--- config.mk ---
export PLATFORM = sky130hd
export DESIGN_NAME = f0_pulse_meter
export DESIGN_NICKNAME = d
export VERILOG_FILES = /design/src/rtl/f0_pulse_meter.sv
export SDC_FILE = /design/constraint.sdc
export NUM_CORES = 1
export LEC_CHECK = 0
export ABC_CLOCK_PERIOD_IN_PS = 2100
export CAP_MARGIN = 25
export CORE_AREA = 2 2 98 100
export DETAILED_ROUTE_END_ITERATION = 10
export DIE_AREA = 0 0 100 102
export GPL_TIMING_DRIVEN = 0
export MAX_ROUTING_LAYER = met4
export PLACE_DENSITY = 0.69
export SYNTH_ARGS = -nofsm -noshare
export SYNTH_HDL_FRONTEND = slang
export SYNTH_SLANG_ARGS = --single-unit
--- constraint.sdc ---
create_clock -name clk -period 2.1 [get_ports clk]
set_input_delay 0.315 -clock clk [delete_from_list [all_inputs] [get_ports clk]]
set_output_delay 0.315 -clock clk [all_outputs]
set_load 0.02 [all_outputs]
--- src/rtl/f0_pulse_meter.sv ---
// f0_pulse_meter: measures high time and period of the f0 pulse train in clk cycles
// Ports:
//   clk, rst_n   system clock, asynchronous active-low reset
//   f0           asynchronous pulse input (double-synchronized internally)
//   en           measurement enable; dropping it returns to IDLE
//   high_cnt     cycles f0 was high in the last complete period
//   period_cnt   cycles between the last two f0 rising edges
//   meas_valid   one-cycle strobe when high_cnt/period_cnt update
//   timeout      sticky flag: no rising edge within MAX_PERIOD cycles
//   locked       LOCK_N consecutive valid measurements seen
module f0_pulse_meter #(
    parameter int CNT_W      = 20,
    parameter int MAX_PERIOD = 100000,
    parameter int LOCK_N     = 2
) (
    input  logic             clk,
    input  logic             rst_n,
    input  logic             f0,
    input  logic             en,
    output logic [CNT_W-1:0] high_cnt,
    output logic [CNT_W-1:0] period_cnt,
    output logic             meas_valid,
    output logic             timeout,
    output logic             locked
);
    localparam int LW = $clog2(LOCK_N + 1);

    typedef enum logic [1:0] {IDLE, ARM, HIGH, LOW} state_t;

    state_t           state, state_nx;
    logic             s0, s1, d;
    logic             rise, fall, at_max;
    logic [CNT_W-1:0] cnt, cnt_nx, hcap, hcap_nx, high_nx, period_nx;
    logic [LW-1:0]    lock_cnt, lock_nx;
    logic             mv_nx, to_nx;

    assign rise   = s1 & ~d;
    assign fall   = ~s1 & d;
    assign at_max = cnt == CNT_W'(MAX_PERIOD - 1);
    assign locked = lock_cnt == LW'(LOCK_N);

    always_ff @(posedge clk or negedge rst_n) begin
        if (!rst_n) begin
            s0         <= 1'b0;
            s1         <= 1'b0;
            d          <= 1'b0;
            state      <= IDLE;
            cnt        <= '0;
            hcap       <= '0;
            high_cnt   <= '0;
            period_cnt <= '0;
            meas_valid <= 1'b0;
            timeout    <= 1'b0;
            lock_cnt   <= '0;
        end else begin
            s0         <= f0;
            s1         <= s0;
            d          <= s1;
            state      <= state_nx;
            cnt        <= cnt_nx;
            hcap       <= hcap_nx;
            high_cnt   <= high_nx;
            period_cnt <= period_nx;
            meas_valid <= mv_nx;
            timeout    <= to_nx;
            lock_cnt   <= lock_nx;
        end
    end

    // Rise is tested before the timeout limit so an edge landing exactly on
    // the limit still yields a valid measurement.
    always_comb begin
        state_nx  = state;
        cnt_nx    = (cnt == CNT_W'(MAX_PERIOD)) ? cnt : cnt + CNT_W'(1);
        hcap_nx   = hcap;
        high_nx   = high_cnt;
        period_nx = period_cnt;
        mv_nx     = 1'b0;
        to_nx     = timeout;
        lock_nx   = lock_cnt;
        if (!en) begin
            state_nx = IDLE;
            cnt_nx   = '0;
            to_nx    = 1'b0;
            lock_nx  = '0;
        end else begin
            case (state)
                IDLE: begin
                    state_nx = ARM;
                    cnt_nx   = '0;
                end
                ARM: begin
                    if (rise) begin
                        state_nx = HIGH;
                        cnt_nx   = '0;
                    end else if (at_max) begin
                        to_nx   = 1'b1;
                        lock_nx = '0;
                        cnt_nx  = '0;
                    end
                end
                HIGH: begin
                    if (rise) begin
                        // fall was missed: restart the period, drop lock progress
                        cnt_nx  = '0;
                        lock_nx = '0;
                    end else if (at_max) begin
                        state_nx = ARM;
                        to_nx    = 1'b1;
                        lock_nx  = '0;
                        cnt_nx   = '0;
                    end else if (fall) begin
                        state_nx = LOW;
                        hcap_nx  = cnt + CNT_W'(1);
                    end
                end
                LOW: begin
                    if (rise) begin
                        state_nx  = HIGH;
                        period_nx = cnt + CNT_W'(1);
                        high_nx   = hcap;
                        mv_nx     = 1'b1;
                        to_nx     = 1'b0;
                        cnt_nx    = '0;
                        lock_nx   = locked ? lock_cnt : lock_cnt + LW'(1);
                    end else if (at_max) begin
                        state_nx = ARM;
                        to_nx    = 1'b1;
                        lock_nx  = '0;
                        cnt_nx   = '0;
                    end
                end
                default: state_nx = IDLE;
            endcase
        end
    end
endmodule

Figure 1. Routed metal, one color a layer (run 1).
Bar = 20 um.
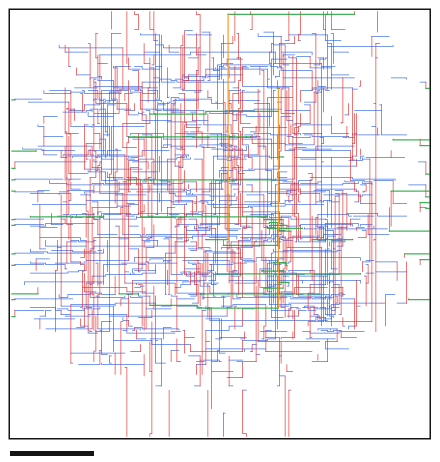
Red is metal 2, wire length 4220 um. Orange is metal 4, wire length 106 um. Blue is metal 1, wire length 3930 um. Green is metal 3, wire length 406 um.

Figure 2. Cell outlines without signal wires (run 1).
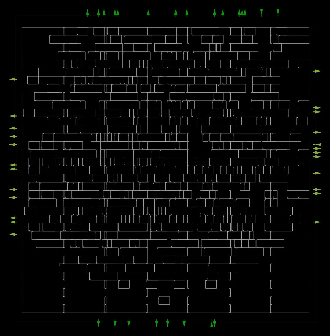
Tap Cells: 111
Seq cells: 89
Post-Route Utilization: 52.9%
fin cells: 527
fill cell count: 815

==> flow_summary.toml, run 1 <==
# implementation run metrics
[power]
pwr_density_cell_mw_per_mm2 = 1000
leakage_nw = 2.07
ir_worst_vdd_mv = 0.614
totalPowerFinal_mw = 4.84

[synthesis]
syn-cell-area_mm2 = 0.00379
yosys.area.top_type_share_pct = 58.8
yosys.area.top_type = "dfrtp_1"
netlist-cell-type-count = 34
synth_flops = 89
postSynthSeqShare_pct = 58.8
postSynthCellCount = 348
syn_avg_cell_area_um2 = 10.9
ys_area_mm2 = 0.00379
ys_cells = 348
synthTopCellsByArea = "dfrtp_1 (59%), mux2_2 (5.9%), nor2_1 (4.2%)"
fp_nets = 360
yosysWarnings = 0

[global_routing]
grt_pass1_wl_um = 13900
grt_util_met2_pct = 27.8
use_met3_pct = 2.67
grt_use_total_pct = 18.0
grt_pass1_vias = 2798
antenna_found_initial = 0
grt_overflow = 0
grt.busiest_layer = "met2"
grt_max_degree = 59
met1_usage_pct = 24.3

[final_timing]
fin_worst_skew_ns = 0.0155
timing.final.crit_share_pct = 98.7
drv_slew = 0
fmax_ghz = 0.482
hold_ws_ns = 0.335
worst_pin_slew_ns = 0.531
rsz0062_at_grt = "true"
fin_ws_ns = 0.0269
relSlewSlack_pct = 64.6
fin_crit_ns = 2.07
finalSetupTns_ns = 0
hold_violations = 0
setup_viol = 0

[cells_and_area]
drive_gt1_share_pct = 18.3
area_delta_synth_final_pct = 27.2
nets = 423
regArea_mm2 = 0.00223
logic_area_mm2 = 0.00152
insertedDiodeCount = 0

[cts]
root_buffer = "clkbuf_8"
cts_made_buffers = 9
clk_latency_ns = 0.36
htree_levels = 3
cts_tree = "built"
path_clk_slew_ns = 0.09
cts_buffer_depth = 2
cts_sinks = 89

[floorplan]
fp.dieH_um = 102
die-area_mm2 = 0.0102
fp-utilization_pct = 41.6
io_pins = 47
die_x_um = 100

[worst_setup_path]
cp-end-kind = "flip-flop"
r2r_slack_ns = 0.03
worstPathArrival_ns = 2.31
crit_cells = 5
slowest_delay_ns = 0.55
start_kind = "flip-flop"
path_delay_family = "simple AND/OR/NAND/NOR gates"
r2r_cells = 5
cp_max_fo = 6
path_buffers = 1
startpoint = "cnt[14]"
worstReg2RegEnd = "hcap[1]"
slowest_stage = "or4_4"
worstSetupPathType = "reg2reg"
endpoint = "hcap[1]"
crit_chain = "or4_4 > nor4_4 > a211oi_2 > buf_6 > mux2_4"
cp.required_ns = 2.34
timing.rr.start = "cnt[14]"

[detailed_routing]
routed_wl_um = 8650
drc = 0
vias = 2769
wl_met3_um = 405
firstDrtPassIters = 4
wl_met1_um = 3930
dr_wl_met2_um = 4220
drt_iter0_markers = 99
top_layer_used = "met4"
wl_per_cell_um = 16.4
ant_nets = 0
vias_per_cell = 5.25

[placement]
gp_congestion = 0.869
post-dp-hpwl_um = 5640
place_area_mm2 = 0.00440
dp_cells = 505
io_buffers = 45
place_ws_ns = -0.315

[run]
drv_cap = 0
warnings = 33

[worst_hold_path]
hold_class = "in2reg"

[status]
status = "finished, final reports clean"
Figure 3. Selected gate families (run 1).
Bar = 20 um.
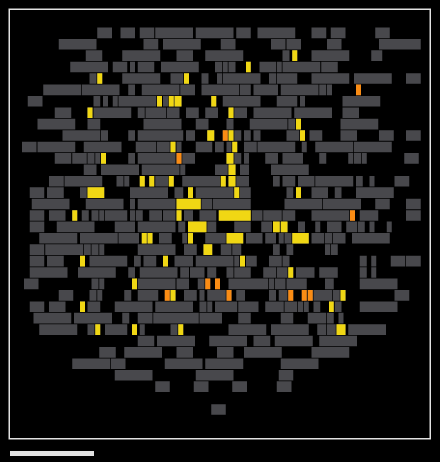
Yellow is NOR gates, cells 54. Orange is inverters, cells 11.

Figure 4. Cells colored by class (run 1).
Bar = 20 um. Fill, decap, tap and diode cells in gray.
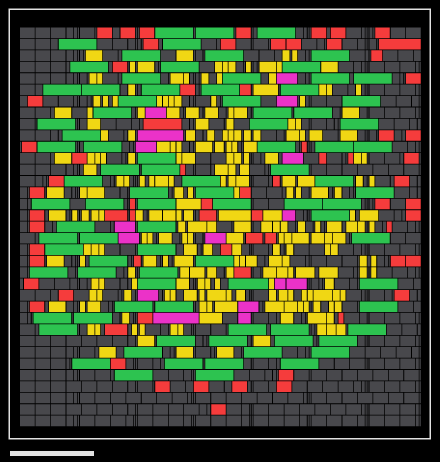
Red is other buffers and delay cells, cells 69, share of their area 14%. Magenta is clock drivers and dummy loads, cells 16, share of their area 5.1%. Green is flops, cells 89, share of their area 48%. Yellow is combinational and other logic, cells 242, share of their area 33%.
post-route cell area: 0.00482 mm2
Core Area: 0.00911 mm2
Placement Rows: 35

==> run 1: Yosys cell counts <==
| library cell | n |
|---|---|
| a211oi_1 | 3 |
| a21o_1 | 1 |
| a21oi_1 | 25 |
| a31oi_1 | 1 |
| and4_1 | 1 |
| buf_4 | 1 |
| buf_6 | 4 |
| clkbuf_1 | 12 |
| dfrtp_1 | 89 |
| ha_1 | 8 |
| inv_1 | 11 |
| mux2_2 | 20 |
| mux2_4 | 2 |
| nand2_1 | 34 |
| nand2b_1 | 4 |
| nand3_1 | 10 |
| nand4_1 | 4 |
| nand4b_1 | 3 |
| nor2_1 | 42 |
| nor2b_1 | 1 |
| nor3_1 | 8 |
| nor4_1 | 2 |
| nor4_4 | 1 |
| o21ai_0 | 31 |
| o22ai_1 | 1 |
| o311ai_0 | 2 |
| o32ai_1 | 2 |
| or2_0 | 1 |
| or2_2 | 1 |
| or3_1 | 2 |
| or4_1 | 2 |
| or4_4 | 1 |
| xnor2_1 | 13 |
| xor2_1 | 5 |
==> run 1: cells in the final DEF, fill, tap and decap left out, types with 4 or more instances in the layout <==
cell type,count
buf_4,7
clkdlybuf4s50_1,44
inv_1,11
nand2_1,34
xnor2_1,13
clkbuf_8,11
clkbuf_1,7
mux2_2,20
o21ai_0,30
a21oi_2,7
nand2b_1,4
nor2_1,39
a21oi_1,18
ha_1,8
dfrtp_1,88
xor2_1,4
nor3_1,7
nand3_1,8
nand4_1,4
==> run 1: layout make-up <==
class,count,area share (%)
Buffer,15,2.23
Clock buffer,11,3.14
Clock inverter,5,1.76
Inverter,11,0.856
Multi-Input combinational cell,231,31.4
Sequential cell,89,46.2
Tap cell,111,2.88
Timing Repair Buffer,54,11.5
==> run 1: registers in the layout, indices dropped and copies added, names as in the netlist, 2 cells and up <==
signal      flops
high_cnt       20
cnt            20
hcap           20
lock_cnt        2
period_cnt     20
state           2
==> run 1: how the worst min path moves through the flow <==
stage,start,end,cells after the start
4_1_cts,en,lock_cnt[1],3
6_report,en,lock_cnt[1],3
3_3_place_gp,s0,s1,0
2_1_floorplan,rst_n,cnt[0],0
3_5_place_dp,rst_n,meas_valid,1
5_1_grt,f0,s0,1
==> run 1: report_power, final <==
part | switching, mW | internal (mW) | total [mW] | leakage (nW)
clock | 0.614 | 0.741 | 1.36 | 0.116
sequential | 0.219 | 2.06 | 2.27 | 1.20
combinational | 0.621 | 0.589 | 1.21 | 0.751
total | 1.45 | 3.39 | 4.84 | 2.07
==> run 1: kinds of logic after synthesis <==
| logic type | share of synthesized area [%] |
|---|---|
| fa+ha+maj | 2.64 |
| xor+xnor | 4.16 |
| compound gates | 9.45 |
| mux | 6.74 |
| buf+inv | 3.67 |
| simple gates | 14.6 |
| flops | 58.8 |
==> run 1: repair_timing <==
item / 4_1_cts / 5_1_grt
gates cloned: 0 / 2
gates resized: 11 / 21
hold buffers: 1 / 0
endpoints found under the setup margin: 62 / 77
buffers inserted: 1 / 4
hold endpoints to repair: 31 / 0
pin swaps: 1 / 3
==> run 1: tightest hold or removal path, delay by kind of cell <==
family | cells | cell delay [ns]
and+or+nand+nor | 1 | 0.10
buffers and inverters | 1 | 0.19
AOI/OAI and AO/OA | 1 | 0.06
Figure 5. Met1 routing (run 1).
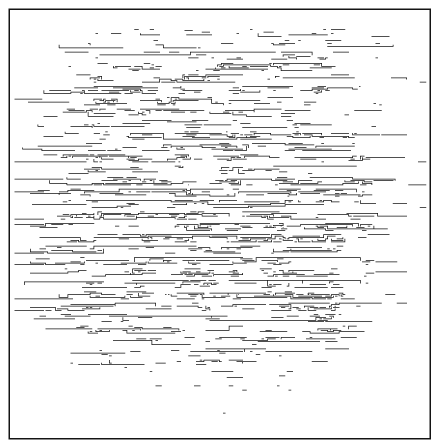

--- run 2 (diff from run 1) ---
- ABC_AREA: not set -> 1
- CORE_AREA: 2 2 98 100 -> 2 2 102 104
- DIE_AREA: 0 0 100 102 -> 0 0 104 106
- PLACE_DENSITY: 0.69 -> 0.67
- RECOVER_POWER: not set -> 100
Figure 6. Met1 routing (run 2).
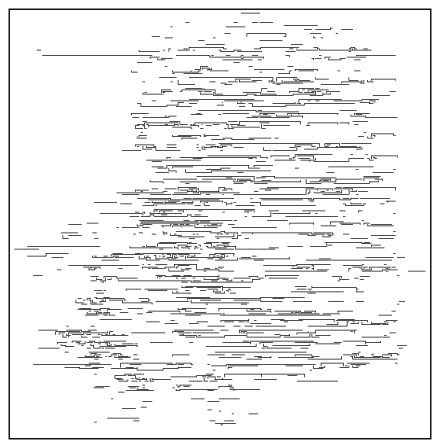
The layer holds 48% of the routed length. The wires run mostly horizontal. The layer carries 4040 um of wire.

Figure 7. Selected gate families (run 2).
Bar = 20 um.
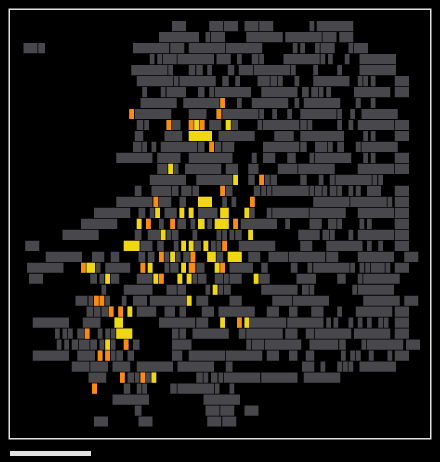
Orange is inverters, cells 34. Yellow is NOR gates, cells 41.
fin cells: 644
Comb area share: 32.0%
top logic cell by instance count in the layout: nand2_1

==> run 2 against run 1 <==
Compared with the run above:
- via count rose by 11%
- count of clock-buffer cells in the layout fell by 1
- cell count rose by 22%
- critical path type is now reg2out
- critical endpoint is now locked
- largest cell class unchanged
==> flow_summary.toml, run 2 <==
# implementation run metrics
[status]
status = "finished, final reports clean"

[worst_setup_path]
cp-end-kind = "output pin"
timing.rr.start = "cnt[0]"
slowest_stage = "dlygate4sd3_1"
slowest_delay_ns = 0.67
worstReg2RegEnd = "hcap[16]"
cp.required_ns = 1.78
start_kind = "flip-flop"
r2r_cells = 9
startpoint = "lock_cnt[0]"
crit_chain = "inv_1 > ha_1 > dlygate4sd3_1"
cp_max_fo = 2

[global_routing]
grt_pass1_vias = 2952
antenna_found_initial = 0
grt_use_total_pct = 16.8
grt_overflow = 0
grt_pass1_wl_um = 14500
grt_max_degree = 48

[synthesis]
async_reset_ff_share_pct = 100
ys_area_mm2 = 0.00406
ys_top_cells_by_count = "nand2_1 (143), dfrtp_1 (89), nor2_1 (29)"
fp_nets = 453
top_cell = "nand2_1"
flop_cell = "dfrtp_1"
syn-cell-area_mm2 = 0.00406
compound_area_share_pct = 8.91
postSynthSeqShare_pct = 54.9
yosys.area_share.simple_pct = 24.9
synthAdderAreaFrac_pct = 2.47
yosysWarnings = 0
synthTopCellsByArea = "dfrtp_1 (55%), nand2_1 (13%), o21ai_0 (2.7%)"
yosys.area.top_type = "dfrtp_1"
yosys.area.top_type_share_pct = 54.9
syn_avg_cell_area_um2 = 9.20
synth_flops = 89
synth-xor-area-share_pct = 2.99
postSynthCellCount = 441

[detailed_routing]
firstDrtPassIters = 4
ant_nets = 0
drt_iter0_markers = 172
vias = 3067
drc = 0
routed_wl_um = 8480

[final_timing]
worst_pin_slew_ns = 1.16
fin_crit_ns = 1.99
fin_worst_skew_ns = 0.0132
relSlewSlack_pct = 22.6
rsz0062_at_grt = "false"
setup_viol = 0
timing.final.crit_share_pct = 94.6
hold_ws_ns = 0.355
fin_ws_ns = 0.114
drv_slew = 0
fmax_ghz = 0.504

[worst_hold_path]
min_to = "s1"
min-delay-start = "s0"

[power]
pwr_density_cell_mw_per_mm2 = 906
p_int_mw = 3.08
clkPwrFrac_pct = 29.9
pwr-share-comb_pct = 23.9
ir_worst_vdd_mv = 0.408
p_sw_mw = 1.40
leakage_nw = 2.44
switching_share_pct = 31.3

[placement]
place_ws_ns = 0.0362
dp_cells = 624
gp_congestion = 0.901
io_buffers = 46

[cells_and_area]
area_delta_synth_final_pct = 22.0
drive_gt1_share_pct = 14.4
fin_util_pct = 49.5
num-fill-cells = 986
layout_top_cells = "nand2_1 (147), dfrtp_1 (89), dlygate4sd3_1 (45), nor2_1 (30)"
postLayoutCellArea_mm2 = 0.00495

[cts]
cts_made_buffers = 9
clk_latency_ns = 0.35
path_clk_slew_ns = 0.09
cts_sinks = 89
root_buffer = "clkbuf_8"

[floorplan]
io_pins = 47
die-area_mm2 = 0.0110
fp-row-count = 37
Figure 8. Routed metal, one color a layer (run 2).
Bar = 20 um.
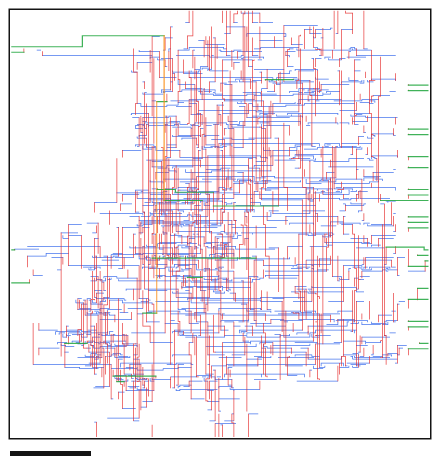
Red is metal 2, wire length 4100 um. Blue is metal 1, wire length 4040 um. Green is metal 3, wire length 257 um. Orange is metal 4, wire length 93.2 um.

[run 2: metal layers]
metal | global-route usage (%) | routed length [um]
met5 | - | 0
met4 | 5.89 | 93
met3 | 2.39 | 256
met2 | 27.0 | 4100
met1 | 22.2 | 4040
[run 2: logic make-up after synthesis]
group                      count (synthesis)
AOI/OAI and AO/OA                         60
buffers and inverters                     47
xor gates and xnor gates                  13
and+or+nand+nor                          224
adders and majority gates                  8
DFF                                       89
[run 2: area by class of cell]
cell class	instances	area (um2)	area share, %
plain buffers	13	90.1	1.82
clock buffers	10	138	2.78
clock inverters	6	96.3	1.95
inverters	34	129	2.60
multi-input cells	305	1590	32.0
flip-flops and latches	89	2230	45.0
well taps	136	170	3.44
repair buffers	51	515	10.4
[run 2: worst max-delay path: cells and delay by family, from the launching register on]
kind                       cells  cell delay, ns
DFF                            1            0.39
adders and majority gates      1            0.18
buffers and inverters          2            0.75
[run 2: worst max-delay path by stage]
stage	to	slack, ns	cells after the start
6_report	locked	0.11	3
5_1_grt	high_cnt[6]	0.02	9
4_1_cts	period_cnt[18]	0.12	8
3_5_place_dp	high_cnt[5]	0.04	8
3_3_place_gp	hcap[10]	-2.47	1
2_1_floorplan	period_cnt[18]	0.53	8
[run 2: power by group through the flow]
stage	Sequential [mW]	Combinational [mW]	Clock [mW]
final	2.07	1.07	1.34
after global routing	2.10	1.18	1.42
after CTS	2.08	1.15	1.38
after detailed placement	2.11	1.15	0
after global placement	2.11	1.12	0
after floorplan	2.31	0.413	0
[run 2: repair_timing]
action,in CTS,in global routing
buffers inserted,0,3
hold endpoints to repair,42,0
resized,0,1
setup endpoints to repair,0,18
hold buffers,1,0
Figure 9. Cell outlines without signal wires (run 2).
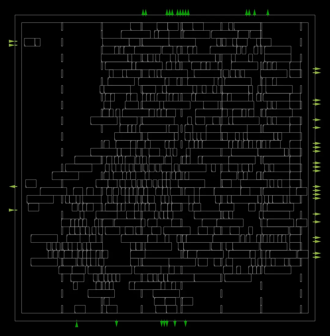

--- run 3 (diff from run 2) ---
- ABC_AREA: 1 -> not set
- CORE_AREA: 2 2 102 104 -> 2 2 98 100
- DIE_AREA: 0 0 104 106 -> 0 0 100 102
- PLACE_DENSITY: 0.67 -> 0.69
Figure 10. Cell outlines without signal wires (run 3).
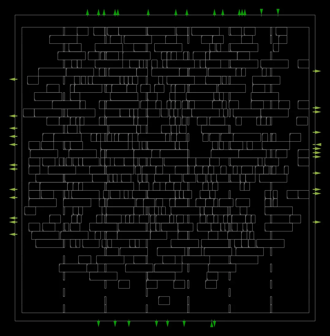
flop share of the area: 46.4%
fin cells: 527

Figure 11. Routed metal, one color a layer (run 3).
Bar = 20 um.
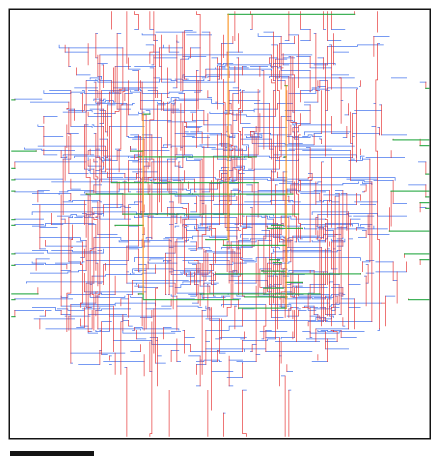
Blue is metal 1, wire length 3850 um. Green is metal 3, wire length 420 um. Orange is metal 4, wire length 150 um. Red is metal 2, wire length 4160 um.

Figure 12. Metal 4 (run 3).
Bar = 20 um.
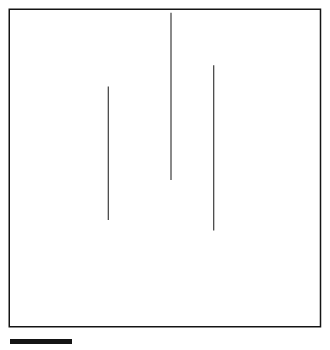
The layer carries 150 um of wire. The longest straight run is 53.7 um. The layer holds 1.7% of the routed length.

==> run 3 against run 2 <==
Compared with the run above:
- synthesized cell count is 21% lower
- clock power hardly changed
- wire length is 1.2% higher
- cell count is 18% lower
- sequential share of layout area is 1.5 points higher
- critical endpoint is now hcap[1]
- largest cell class unchanged
- highest routed layer unchanged
==> flow_summary.toml, run 3 <==
# implementation run metrics
[placement]
dp_cells = 505
gp_congestion = 0.869
io_buffers = 45

[worst_setup_path]
timing.rr.start = "cnt[14]"
slowest_stage = "or4_4"
crit_chain = "or4_4 > nor4_4 > a211oi_2 > buf_6 > mux2_4"
cp.required_ns = 2.34
cp-end-kind = "flip-flop"
r2r_slack_ns = 0.03
r2r_cells = 5
worstReg2RegEnd = "hcap[1]"
slowest_delay_ns = 0.55
start_kind = "flip-flop"
worstPathArrival_ns = 2.31

[final_timing]
rsz0062_at_grt = "true"
fin_worst_skew_ns = 0.0165
fmax_ghz = 0.482
timing.final.crit_share_pct = 98.7
hold_ws_ns = 0.336
setup_viol = 0
relSlewSlack_pct = 48.5
fin_crit_ns = 2.07
drv_slew = 0

[cts]
cts_sinks = 89
cts_made_buffers = 9
clk_latency_ns = 0.37
cts_buffer_depth = 2
root_buffer = "clkbuf_8"

[power]
leakage_nw = 2.20
ir_worst_vdd_mv = 0.604

[worst_hold_path]
min-delay-start = "en"
min_to = "lock_cnt[1]"

[floorplan]
fp.dieH_um = 102
die-area_mm2 = 0.0102
fp-row-count = 35

[synthesis]
ys_top_cells_by_count = "dfrtp_1 (89), nor2_1 (42), nand2_1 (34)"
fp_nets = 360
syn_avg_cell_area_um2 = 10.9
flop_cell = "dfrtp_1"
async_reset_ff_share_pct = 100
postSynthSeqShare_pct = 58.8
syn-cell-area_mm2 = 0.00379
yosys.area.top_type = "dfrtp_1"
yosys.area.top_type_share_pct = 58.8
yosysWarnings = 0
postSynthCellCount = 348
synth_flops = 89
ys_area_mm2 = 0.00379
top_cell = "dfrtp_1"
synthTopCellsByArea = "dfrtp_1 (59%), mux2_2 (5.9%), nor2_1 (4.2%)"

[detailed_routing]
wl_met1_um = 3850
top_layer_used = "met4"
firstDrtPassIters = 4
drt_iter0_markers = 101
dr_wl_met2_um = 4160
wl_met3_um = 420
vias = 2760
drc = 0
routed_wl_um = 8590
ant_nets = 0

[status]
status = "finished, final reports clean"

[cells_and_area]
fin_util_pct = 52.7
area_delta_synth_final_pct = 26.7
drive_gt1_share_pct = 18.3
layout_top_cells = "dfrtp_1 (88), dlygate4sd3_1 (44), nor2_1 (39), nand2_1 (34), o21ai_0 (30)"
lay_top_count = "dfrtp_1"

[global_routing]
antenna_found_initial = 0
grt_pass1_vias = 2798
grt_use_total_pct = 18.0
grt_max_degree = 59
grt_overflow = 0
run 3: metal layers:
| layer | GRT usage (%) | vias up |
|---|---|---|
| met1 | 24.3 | 1373 |
| met3 | 2.67 | 11 |
| met2 | 27.8 | 63 |
| met4 | 6.95 | 0 |
| met5 | - | - |
| li1 | - | 1313 |
run 3: worst max-delay path by stage:
| stage | startpoint | to | slack [ns] | cells past startpoint |
|---|---|---|---|---|
| after global placement | rst_n | high_cnt[5] | -2.45 | 1 |
| final | cnt[14] | hcap[1] | 0.03 | 5 |
| after detailed placement | state[1] | high_cnt[13] | -0.31 | 5 |
| after CTS | cnt[0] | period_cnt[18] | -0.005 | 6 |
| after floorplan | cnt[14] | hcap[0] | 0.14 | 5 |
| after global routing | cnt[14] | cnt[19] | -0.06 | 7 |
run 3: report_power, final:
group	internal, mW	leakage [nW]	switching [mW]	total [mW]
logic	0.539	0.886	0.620	1.16
registers	2.06	1.20	0.214	2.27
clock network	0.741	0.116	0.615	1.36
run 3: through the flow:
step / worst slack [ns] / instance area (um2)
2_1_floorplan: 0.140 / 3790
3_3_place_gp: -2.45 / 4380
3_5_place_dp: -0.315 / 4400
4_1_cts: -0.00515 / 4680
5_1_grt: -0.0631 / 4800
6_report: 0.0269 / 4800
run 3: logic make-up (layout without fill, tap and decap cells):
kind of cell / after synthesis / count (layout) / share of synthesized area [%]
flops: 89 / 89 / 58.8
fa+ha+maj: 8 / 8 / 2.64
mux: 22 / 22 / 6.74
buf+inv: 28 / 96 / 3.67
xor+xnor: 18 / 18 / 4.16
simple gates: 117 / 117 / 14.6
compound gates: 66 / 66 / 9.45
run 3: final cells by class:
class	count	area, um2
Tap cell	111	139
Timing Repair Buffer	54	531
Clock inverter	5	85.1
Clock buffer	11	151
Buffer	15	108
Inverter	11	41.3
Sequential cell	89	2230
Fill cell	818	4310
Multi-Input combinational cell	231	1520
run 3: critical path, delay by kind of cell (launching register included):
family                 cells  cell delay, ns
AND-OR/OR-AND              1            0.18
buffers and inverters      1            0.18
flip-flops                 1            0.42
multiplexers               1            0.29
AND/OR/NAND/NOR            2            0.88
run 3: what timing repair did:
item | 4_1_cts | 5_1_grt
setup buffers | 1 | 4
gates cloned | 0 | 2
hold buffers | 1 | 0
hold endpoints to repair | 31 | 0
pin swaps | 1 | 3
endpoints found under the setup margin | 62 | 77
resized | 11 | 21
Power is estimated from default activity; no workload was simulated.
